==> config.mk <==
export PLATFORM = sky130hd
export DESIGN_NAME = arrow_position_ctrl
export DESIGN_NICKNAME = d
export VERILOG_FILES = /design/src/rtl/arrow_pkg.sv /design/src/rtl/pulse_stretch.sv /design/src/rtl/arrow_position_ctrl.sv
export SDC_FILE = /design/constraint.sdc
export NUM_CORES = 1
export LEC_CHECK = 0
export CAP_MARGIN = 40
export CORE_MARGIN = 2
export CORE_UTILIZATION = 25
export CTS_CLUSTER_SIZE = 24
export DETAILED_ROUTE_END_ITERATION = 6
export GPL_TIMING_DRIVEN = 0
export HOLD_SLACK_MARGIN = 0.03
export MAX_ROUTING_LAYER = met4
export PLACE_DENSITY = 0.42
export SYNTH_ARGS = -nofsm -noshare
export SYNTH_HDL_FRONTEND = slang
export SYNTH_SLANG_ARGS = --single-unit
==> constraint.sdc <==
create_clock -name clk -period 2.5 [get_ports clk]
set_clock_uncertainty 0.05 [all_clocks]
set_input_delay 0.375 -clock clk [delete_from_list [all_inputs] [get_ports clk]]
set_output_delay 0.375 -clock clk [all_outputs]
set_load 0.02 [all_outputs]
==> run_1/congestion.png <==
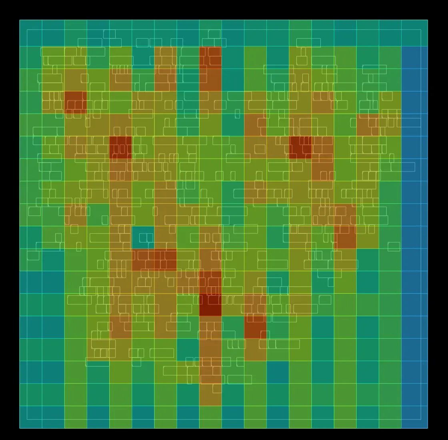
gr usage total: 13.5%
met2 usage: 20.3%

==> run_1/clk_routes.png <==
Drawn at 4 px/µm.
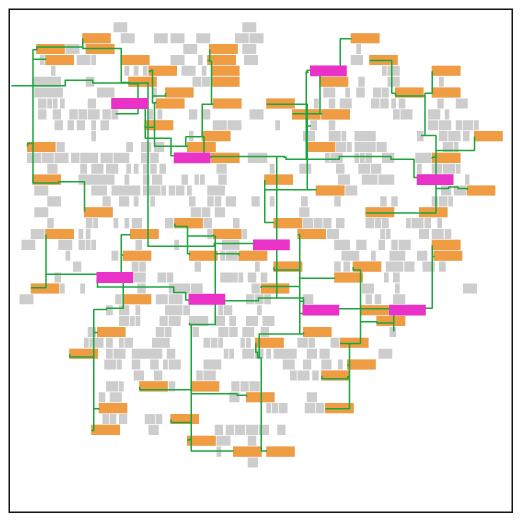
[clock wires] green | length: 1160 µm
[clock drivers] magenta | count: 9
[flip-flops] orange | count: 74
flops lie: spread over the die
routed clock nets: 10
clock power share: 37.4%
clk latency late pin: 0.34 ns
clk pwr: 1.19 mW

==> run_1/power_grid.png <==
Drawn at 3 px/µm. Pins as bars on the die edge.
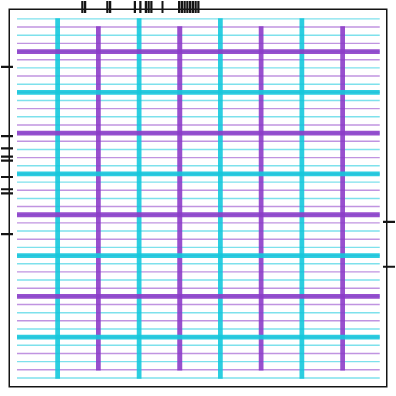
[VSS] cyan
[VDD] purple
rows: 44
met1 rails: 45
met5 straps: 8
signal pins: 29
Die Span Y: 125 µm
CORE AREA: 0.0145 mm²

==> results.sh, run 1 <==
# source this file to load flow results
export IMPL_status="completed"
export IMPL_drt_initial_drc_count=193
export IMPL_antenna_found_initial=0
export IMPL_grt_start_max_net_pins=13
export IMPL_cp_required_ns=2.66
export IMPL_synth_area_mm2=0.00368
export IMPL_ctsHoldBuffers=0
export IMPL_p_comb_share_pct=21.3
export IMPL_antenna_left=0
export IMPL_synth_cell_types=56
export IMPL_whs_ns=0.436
export IMPL_vias_per_cell=4.99
export IMPL_drv_slew=0
export IMPL_gp_congestion=0.787
export IMPL_rows=44
export IMPL_clk_root_buffer_cell="clkbuf_16"
export IMPL_worst_setup_path_type="primary input to flop"
export IMPL_fin_crit_sh_pct=96.6
export IMPL_dieArea_mm2=0.0157
export IMPL_power_mw=3.19
export IMPL_start_kind="primary input"
export IMPL_cts_tree="built"
export IMPL_ff_type="dfxtp_1"
export IMPL_vias=3266
export IMPL_firstDrtPassIters=4
export IMPL_die_w_um=125
export IMPL_power_internal_mw=2.21
export IMPL_cp_end_kind="flop"
export IMPL_io_pins=29
export IMPL_cts_path_max_buffers=2
export IMPL_cts_buffers=9
export IMPL_avgSynthCellArea_um2=8.62
export IMPL_r2r_cells=7
export IMPL_ys_ff=74
export IMPL_hold_viol=0
export IMPL_grt_pass1_wl_mm=16.8
export IMPL_utilization_pct=31.5
export IMPL_leakagePower_nw=1.61
export IMPL_power_switching_uw=980
export IMPL_ys_area_mm2=0.00368
export IMPL_wl_mm=9.75
export IMPL_max_slew_worst_pin_slew_ns=0.618
export IMPL_synth_nets=438
export IMPL_fp_util_pct=25.4
export IMPL_cts_num_sinks=74
export IMPL_dp_cells=640
export IMPL_layout_cells_non_filler=654
export IMPL_dpl_hpwl_mm=7.00
export IMPL_antenna_cells=0
export IMPL_max_cap_violations=0
export IMPL_hold_class="flop to flop"
export IMPL_swShare_pct=30.8
export IMPL_whs_path_depth=2
export IMPL_post_route_min_period_ns=2.42
export IMPL_port_buffers=28
export IMPL_synth_warnings=0
export IMPL_synth_seq_share_pct=40.2
export IMPL_rsz0062_at_grt="true"
export IMPL_powerDensity_mw_per_mm2=698
export IMPL_wl_per_cell_um=14.9
export IMPL_nNetsFinal=476
export IMPL_arrival_ns=2.58
export IMPL_largest_reg_flops=24
export IMPL_timing_reg2reg_setup_slack_ns=0.11
export IMPL_log_warning_count=29
export IMPL_synthCells=427
export IMPL_drive_above_1_share_pct=11.3
export IMPL_peakVddDrop_mv=0.334
export IMPL_syn_to_final_growth_pct=23.9
export IMPL_cp_max_fo=9
export IMPL_drc_errors=0
export IMPL_slew_headroom_pct=58.8
export IMPL_cts_htree_levels=3
export IMPL_clk_pin_slew_ns=0.06
export IMPL_edf_count=0
export IMPL_layout_top_cells="dfxtp_1, nor2_1, a21oi_1, clkdlybuf4s50_1, xor2_1"
export IMPL_globalRouteOverflowTotal=0
export IMPL_pwr_share_seq_pct=41.4
export IMPL_setup_viol=0
export IMPL_grt_pass1_vias=3256
export IMPL_async_flop_share_pct=0
export IMPL_layout_top_cell="dfxtp_1"
export IMPL_ys_cells=427
export IMPL_max_freq_ghz=0.414
export IMPL_tns_ns=0
-- run 1: cells in the mapped netlist, types with 4 or more instances --
cell / number / share of area (%)
dfxtp_1: 74 / 40
ha_1: 6 / 2.0
nand2_1: 16 / 1.6
a31oi_1: 6 / 1.0
nand3_1: 12 / 1.6
nand4b_1: 4 / 0.95
o211ai_1: 11 / 2.2
inv_1: 13 / 1.3
or4_1: 13 / 2.7
clkbuf_1: 20 / 2.0
xnor2_1: 7 / 1.7
o21ai_0: 5 / 0.68
nand2b_1: 8 / 1.4
nor2_1: 47 / 4.8
and4_1: 5 / 1.2
nor3_1: 13 / 1.8
or3_1: 14 / 2.4
o31ai_1: 7 / 1.4
a211oi_1: 5 / 1.0
or2_2: 6 / 1.0
xor2_1: 21 / 5.0
o41ai_1: 4 / 0.95
nand4_1: 6 / 1.0
nor4_1: 20 / 3.4
a21oi_1: 33 / 4.5
nor2b_1: 7 / 1.2
-- run 1: worst max-delay path, stage by stage --
cell and delay, ns:
clkdlybuf4s50_1 0.53, nand2b_4 0.12, ha_4 0.31, nand3_1 0.12, and3_1 0.26, or2_2 0.37, a211o_1 0.34, nor2b_1 0.15
-- run 1: what timing repair did --
action | in CTS | in global routing
setup buffers | 0 | 1
gates resized | 9 | 15
endpoints found under the setup margin | 41 | 46
pin swaps | 1 | 2
-- run 1: through the flow --
step	cell area, µm²	setup WS (ns)
floorplan	3680	0.166
global placement	4190	-0.720
detailed placement	4200	-0.786
CTS	4520	0.0121
global route	4560	-0.0501
finish	4560	0.0843
-- run 1: final cells by class --
class                      count  area, µm²
clock inverter                 6       32.5
inverter                      14       53.8
multi-input combinational    315       2130
buffer                        21       98.8
sequential                    74       1480
clock buffer                  10        239
timing repair buffer          30        293
tap                          184        230
fill                        1553       9920
-- run 1: logic make-up after synthesis --
kind of cell	share of synthesized area (%)
adder cells (fa/ha/maj)	2.58
buffers and inverters	4.31
AND/OR/NAND/NOR	28.5
flip-flops	40.2
XOR/XNOR	6.66
AND-OR/OR-AND	16.2
multiplexers	1.43
-- run 1: per-layer routing --
layer | track usage (%) | vias to the layer above | part of all wire [%]
li1 | - | 1646 | -
met3 | 3.77 | 7 | 2.9
met4 | 3.66 | 0 | 1.0
met1 | 17.9 | 1576 | 50
met5 | - | - | 0
met2 | 20.3 | 37 | 46
-- run 1: power groups by stage --
stage               logic (mW)  registers (mW)  clock network [mW]
global placement         0.658            1.33                   0
global route             0.760            1.33                1.30
floorplan                0.461            1.34                   0
finish                   0.678            1.32                1.19
CTS                      0.677            1.31                1.24
detailed placement       0.659            1.33                   0
==> run_1/placement_by_type.png <==
Drawn at 4 px/µm. Fill, decap, tap and diode cells in grey.
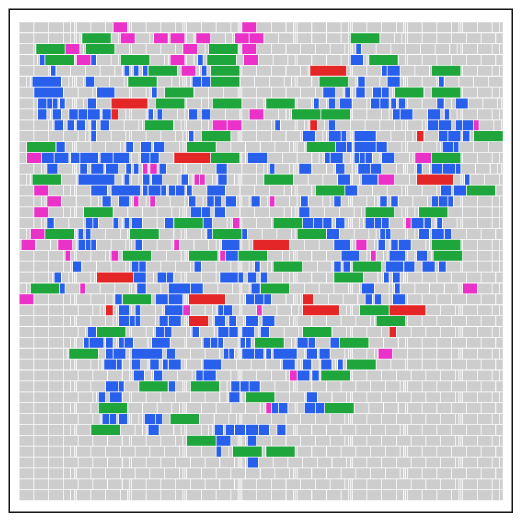

==> inputs of run 2 (changes only) <==
DONT_BUFFER_PORTS = 1   (was default)
PLACE_DENSITY = default   (was 0.42)
==> run_2/placement_by_type.png <==
Drawn at 4 px/µm. Fill, decap, tap and diode cells in grey.
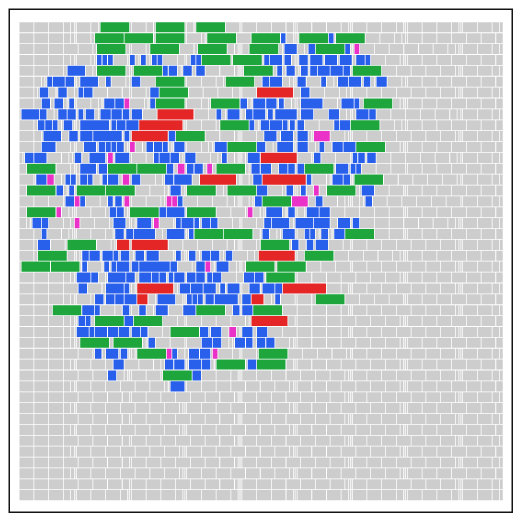
[other buffers and delay cells] magenta | cells: 23 | share of their area: 2.6%
[clock drivers and dummy loads] red | cells: 15 | share of their area: 8.3%
[combinational and other logic] blue | cells: 329 | share of their area: 53%
[flops] green | cells: 74 | share of their area: 36%
Layout Utilization: 29.8%
design area: 0.00432 mm²
flop share of the area: 34.3%

==> run_2/clk_routes.png <==
Drawn at 4 px/µm.
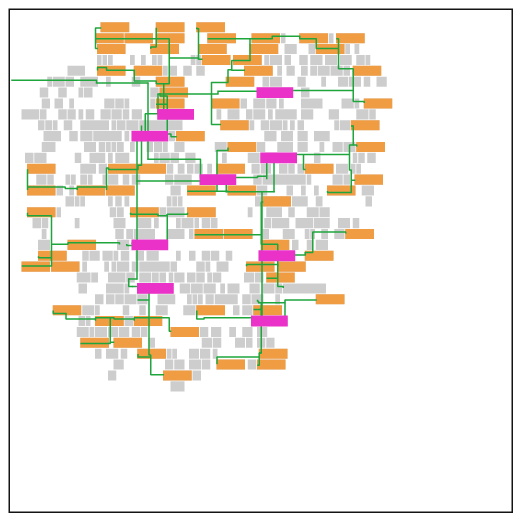
[flip-flops] orange | count: 74
[clock wires] green | length: 924 µm
[clock drivers] magenta | count: 9
routed clock nets: 10
clk latency late pin: 0.33 ns
clock power share: 43.1%
clk pwr: 1.48 mW

==> run_2/power_grid.png <==
Drawn at 3 px/µm. Pins as bars on the die edge.
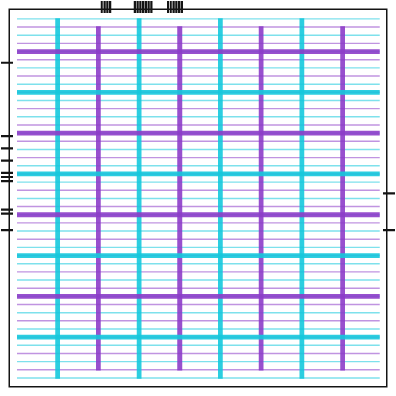
[VDD] purple
[VSS] cyan
signal pins: 29
met4 straps: 8
met5 straps: 8
met1 rails: 45
VDD IR-drop max: 0.357 mV
die width: 125 µm

==> run 2 against run 1 <==
Net effect: sequential share of layout area up 1.8 points; first-iteration DRC count shrank 10%; clock power up 24%; power up 7.6%; setup slack better by 0.037 ns; final cell count fell by 4.4%; die area unchanged; non-clock buffer count is 28 lower.
==> results.sh, run 2 <==
# source this file to load flow results
export IMPL_status="completed"
export IMPL_regArea_mm2=0.00148
export IMPL_cp_end_kind="flop"
export IMPL_leakagePower_nw=1.52
export IMPL_nNetsFinal=448
export IMPL_arrival_ns=2.54
export IMPL_clk_root_buffer_cell="clkbuf_16"
export IMPL_drc_errors=0
export IMPL_ys_cells=427
export IMPL_gp_congestion=0.893
export IMPL_r2r_cells=6
export IMPL_n_fill_cell=1506
export IMPL_top_area_share_pct=40.2
export IMPL_slew_headroom_pct=61.4
export IMPL_drt_initial_drc_count=173
export IMPL_cts_tree="built"
export IMPL_ff_type="dfxtp_1"
export IMPL_setup_viol=0
export IMPL_antenna_found_initial=0
export IMPL_drive_above_1_share_pct=11.1
export IMPL_grt_pass1_wl_mm=15.5
export IMPL_cp_max_fo=7
export IMPL_layout_top_cell="dfxtp_1"
export IMPL_synthCells=427
export IMPL_ys_area_mm2=0.00368
export IMPL_rows=44
export IMPL_whs_path_depth=1
export IMPL_layout_top_cells="dfxtp_1, nor2_1, a21oi_1, xor2_1, nor4_1"
export IMPL_dpl_hpwl_mm=6.48
export IMPL_max_slew_worst_pin_slew_ns=0.564
export IMPL_log_warning_count=28
export IMPL_top_area_cell="dfxtp_1"
export IMPL_power_mw=3.43
export IMPL_synth_seq_share_pct=40.2
export IMPL_area_leaders="dfxtp_1, xor2_1, nor2_1, a21oi_1, nor4_1"
export IMPL_syn_to_final_growth_pct=17.4
export IMPL_layout_cells_non_filler=625
export IMPL_async_flop_share_pct=0
export IMPL_coreArea_mm2=0.0145
export IMPL_hold_class="primary input to flop"
export IMPL_dp_cells=611
export IMPL_cts_buffers=9
export IMPL_tns_ns=0
export IMPL_avgSynthCellArea_um2=8.62
export IMPL_worst_setup_path_type="flop to flop"
export IMPL_grt_pass1_vias=3160
export IMPL_powerDensity_mw_per_mm2=793
export IMPL_fp_util_pct=25.4
export IMPL_cts_path_max_buffers=2
export IMPL_vias=3242
export IMPL_timing_reg2reg_setup_slack_ns=0.12
export IMPL_synth_area_mm2=0.00368
export IMPL_largest_reg_flops=24
export IMPL_edf_count=0
export IMPL_cts_num_sinks=74
export IMPL_post_route_min_period_ns=2.38
export IMPL_cts_htree_levels=3
export IMPL_dpl_worst_slack_ns=-0.268
export IMPL_drv_slew=0
export IMPL_synth_cell_types=56
export IMPL_ys_ff=74
export IMPL_start_kind="flop"
export IMPL_hold_viol=0
export IMPL_placed_area_mm2=0.00391
export IMPL_globalRouteOverflowTotal=0
export IMPL_whs_ns=0.100
export IMPL_synth_nets=438
export IMPL_common_cells="dfxtp_1, nor2_1, a21oi_1"
export IMPL_dieArea_mm2=0.0157
export IMPL_port_buffers=0
export IMPL_comb_area_mm2=0.00211
export IMPL_rsz0062_at_grt="false"
export IMPL_vias_per_cell=5.19
export IMPL_io_pins=29
export IMPL_fin_crit_sh_pct=95.2
export IMPL_wl_mm=9.04
export IMPL_firstDrtPassIters=5
export IMPL_clk_pin_slew_ns=0.06
export IMPL_track_usage_pct=12.0
export IMPL_synth_warnings=0
export IMPL_most_common_cell="dfxtp_1"
export IMPL_antenna_left=0
export IMPL_cts_setup_buffers=0
export IMPL_fin_ws_ns=0.121
export IMPL_grt_start_max_net_pins=14
export IMPL_max_freq_ghz=0.420
export IMPL_wl_per_cell_um=14.5
export IMPL_antenna_cells=0
export IMPL_cp_required_ns=2.66
export IMPL_max_cap_violations=0
## run 2: cell counts after synthesis
Identical to the previous run, type by type.
## run 2: worst max-delay path: stages, from the launching register on
cell and delay [ns]:
dfxtp_1 0.59, ha_1 0.37, a21oi_1 0.20, a21oi_1 0.17, or2_2 0.39, a211o_1 0.33
nor2b_1 0.15
## run 2: final cells by class
type                    instances  share of cell area (%)
well taps                     184                    5.33
clock inverters                 6                    2.66
multi-input cells             315                    48.8
flip-flops and latches         74                    34.3
plain buffers                  23                    2.46
inverters                      14                    1.24
clock buffers                   9                    5.21
## run 2: timing repair
item                                    CTS  global route
hold buffers                              0             0
hold endpoints to repair                  0             0
endpoints found under the setup margin   20            47
pin swaps                                 0             3
resized                                   5            15
## run 2: power by group
group / switching (mW) / internal, mW
registers: 0.0901 / 1.25
logic: 0.383 / 0.230
clock network: 0.503 / 0.974
## run 2: kinds of logic after synthesis
logic type	count (synthesis)	share of synthesized area, %
compound gates	90	16.2
xor+xnor	28	6.66
fa+ha+maj	7	2.58
buf+inv	38	4.31
flops	74	40.2
mux	5	1.43
simple gates	185	28.5
## run 2: per-layer routing
layer  routed length, µm  GRT usage, %
met5                   0             -
met4                  93          3.66
met1                4200          15.0
met2                4240          19.0
met3                 506          3.08
Power and IR drop assume default switching activity.
